==> config.mk <==
export PLATFORM = sky130hd
export DESIGN_NAME = sd_controller
export DESIGN_NICKNAME = d
export VERILOG_FILES = /design/src/rtl/sd_controller.sv
export SDC_FILE = /design/constraint.sdc
export NUM_CORES = 1
export LEC_CHECK = 0
export CAP_MARGIN = 20
export CORE_UTILIZATION = 35
export DETAILED_ROUTE_END_ITERATION = 6
export HOLD_SLACK_MARGIN = 0.06
export PLACE_DENSITY_LB_ADDON = 0.15
export SYNTH_ARGS = -nofsm -noshare
export SYNTH_HDL_FRONTEND = slang
export SYNTH_SLANG_ARGS = --single-unit
==> constraint.sdc <==
create_clock -name clk -period 3.3 [get_ports clk]
set_input_delay 0.495 -clock clk [delete_from_list [all_inputs] [get_ports clk]]
set_output_delay 0.495 -clock clk [all_outputs]
set_load 0.01 [all_outputs]
**Run 1: sequential cells coloured by netlist name**

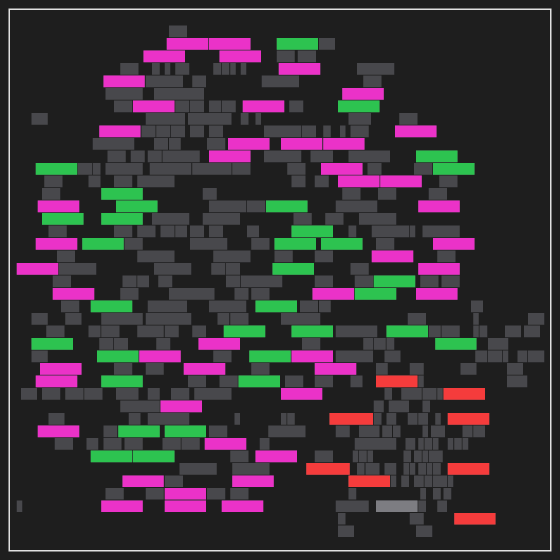
| colour | name in the netlist | flops |
|---|---|---|
| green | arg | 32 |
| red | state | 8 |
| magenta | frame | 46 |
sequential power: 1660 uW
share of cell area taken by flip-flops and latches: 0.401
fin util: 0.424
storage element area: 2180 um2

**Run 1: M4 wires**

Supply wires on this layer in grey.
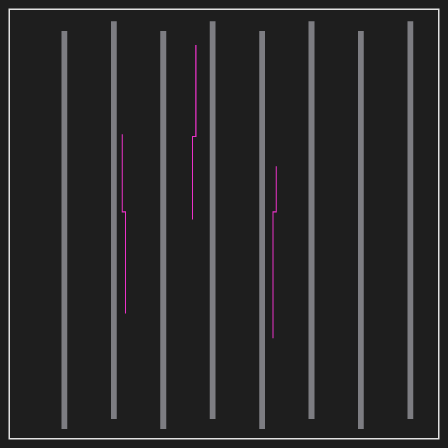
share of all routed wire: 1.5%
longest straight run: 34.6 um
nets with wire on the layer: 2
main direction: vertical
wire length on this layer: 146 um
Total Routed Length: 10000 um
Via Count: 2642

**Run 1: drive-strength map**

Bar = 20 um.
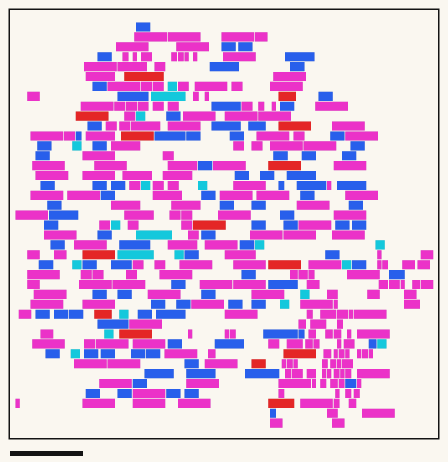
| colour | size | cells | most used |
|---|---|---|---|
| blue | drive 2 | 101 | mux2_2 |
| red | drive 6 and up | 14 | clkbuf_16 |
| magenta | drive 1 or less | 230 | dfrtp_1 |
| cyan | drive 3 to 4 | 20 | buf_4 |
count of plain and timing-repair buffers in the layout: 35
area of all placed cells without fillers: 5430 um2

==> impl_metrics.toml <==
# synthesis and place-and-route metrics
[outcome]
status = "completed"

[sta]
timing_worst_slew_pin_value_ns = 0.777
maxSlewHeadroom = 0.481
fin_tns_setup_ns = 0
finalClockSkew_ns = 0.00593
fmax_mhz = 348
timing.hold.ws_ns = 0.495
final_count_of_negative_setup_slack_endpoints = 0
final.setup.worst_slack_ns = 0.430
period_needed_ns = 2.87
final_min_period_over_clock_period = 0.870
number_of_pins_with_negative_max_slew_slack_in_the_final_report = 0
final_hold_viol_count = 0
grt_setup_unrepaired = "no"

[die]
core_util_floorplan = 0.364
chip_area_um2 = 13800
design.core.area_um2 = 12800
fp.dieH_um = 118
fp-row-count = 41
pin_count = 19
floorplan.die.width_um = 118

[worst_setup_path]
ff2ff_path_depth = 6
worst_ep_arrival_time_ns = 3.09
criticalPathCategory = "primary input to register"
crit_path_start_kind = "primary input"
reg2reg_slack_ns = 0.76
setup.worst_path.end_class = "register"
critical_path_peak_fanout = 5
worst-endpoint-required_ns = 3.52

[synthesis]
yosys-top-cells-count = "sky130_fd_sc_hd__dfrtp_1, sky130_fd_sc_hd__mux2_2, sky130_fd_sc_hd__xnor2_1"
post_synthesis_cell_area_um2 = 4670
synth-area-yosys_um2 = 4670
ys_dominant_reg_cell = "sky130_fd_sc_hd__dfrtp_1"
netlist.top_cell.by_instances = "sky130_fd_sc_hd__dfrtp_1"
topCellsByArea = "sky130_fd_sc_hd__dfrtp_1, sky130_fd_sc_hd__mux2_2, sky130_fd_sc_hd__mux4_2"
postSynthNetCount = 353
synth.lib_cells_used.distinct = 43
postSynthRegisterBits = 87
synth.yosys.warnings = 0
top_cell_area_share = 0.466
yosys.stat.seqShare = 0.466
postSynth.asyncResetShare = 1.00
edf_count = 0
yosysCellCount = 333
avgSynthCellArea_um2 = 14.0
synth_area_leader_cell = "sky130_fd_sc_hd__dfrtp_1"
netlist_instances = 333

[global_routing]
global_route.usage.total = 0.159
pin_count_of_the_biggest_net_entering_global_routing = 52
grt.met1_usage = 0.226
number_of_antenna_violations_at_the_first_check_in_global_routing = 0
met3_usage = 0.0257
residual_overflow_from_global_routing = 0
grt.busiest_layer = "met2"
grt_pass1_vias = 2763
grt_util_met2 = 0.245
wire_length_of_the_first_global_routing_pass_um = 16400

[hold_path]
min_path_type = "register to register"
hold_path_depth = 2

[detailed_routing]
post_drt_via_cell_ratio = 4.92
first_pass_iters = 6
postRouteAntennaNets = 0
route.detailed.drc = 0
route.detailed.wl_per_inst_um = 18.7
drtIter0Drc = 79

[pwr]
p_leak_uw = 0.00248
vdd_drop_max_uv = 617
fin_total_pwr_uw = 5730
power_dens_cells_nw_per_um2 = 1050

[place]
place_inst = 521
dpl-instance-area_um2 = 5120
io_buffers = 16
final_replace_weighted_congestion = 0.770
hpwl_um = 7290
dp_worst_setup_slack_ns = 0.0692

[finish]
insertedDiodeCount = 0
most_common_logic_cells_in_the_final_layout = "sky130_fd_sc_hd__dfrtp_1, sky130_fd_sc_hd__mux2_2, sky130_fd_sc_hd__xnor2_1"
max_reg_flops = 46
layout_top_cell = "sky130_fd_sc_hd__dfrtp_1"
nets = 381
drive_gt1_frac = 0.370
final_cells = 537
synthToLayoutAreaGrowth_pct = 16.3

[flow_run]
drv.max_cap_violation_count = 0
stage_log_warnings = 28

[cts]
clkSlewWorstSetupHoldPaths_ns = 0.06
clockRootBuffer = "sky130_fd_sc_hd__clkbuf_16"
worst_skew_pair.late_latency_ns = 0.34
cts_buffers = 9
h-tree-depth = 3
clock_sinks = 87
clock_tree_from_tritoncts = "done"
max-clock-path-buffers = 2
postCtsHoldBufs = 0
[run 1: kinds of logic (layout without fill, tap and decap cells)]
| group | after synthesis | after routing | synth area share |
|---|---|---|---|
| mux | 88 | 88 | 0.243 |
| flops | 87 | 87 | 0.466 |
| xor+xnor | 59 | 59 | 0.178 |
| simple gates | 44 | 44 | 0.0444 |
| compound gates | 29 | 29 | 0.0372 |
| buf+inv | 22 | 54 | 0.0225 |
| fa+ha+maj | 3 | 3 | 0.00803 |
| other cells | 1 | 1 | 0.000802 |
[run 1: area by class of cell]
cell class,instances,area (um2)
fillers,1207,7390
multi-input cells,224,2400
flip-flops and latches,87,2180
repair buffers,35,322
clock buffers,11,253
well taps,172,215
clock inverters,4,45.0
inverters,4,16.3
[run 1: repair_timing]
action | in CTS | in global routing
setup buffers | 0 | 1
gates cloned | 0 | 0
resized | 3 | 2
endpoints found under the setup margin | 1 | 1
[run 1: layer usage]
layer / up-vias / wire [um]
met1: 1339 / 5040
met3: 10 / 232
met5: - / 0
met4: 0 / 146
met2: 44 / 4600
li1: 1249 / -
[run 1: critical path, cell delays in order]
cell and delay (ns):
sky130_fd_sc_hd__clkdlybuf4s50_1 0.61, sky130_fd_sc_hd__xnor2_4 0.32, sky130_fd_sc_hd__xnor3_2 0.45, sky130_fd_sc_hd__xor2_1 0.21, sky130_fd_sc_hd__xnor3_2 0.37, sky130_fd_sc_hd__xnor3_1 0.36, sky130_fd_sc_hd__mux2_2 0.26
[run 1: report_power, final]
group / total [uW] / internal (uW) / switching (uW)
Sequential: 1660 / 1360 / 303
Clock: 1020 / 620 / 405
Combinational: 3040 / 1920 / 1130
Total: 5730 / 3890 / 1830
Power and IR drop assume default switching activity.
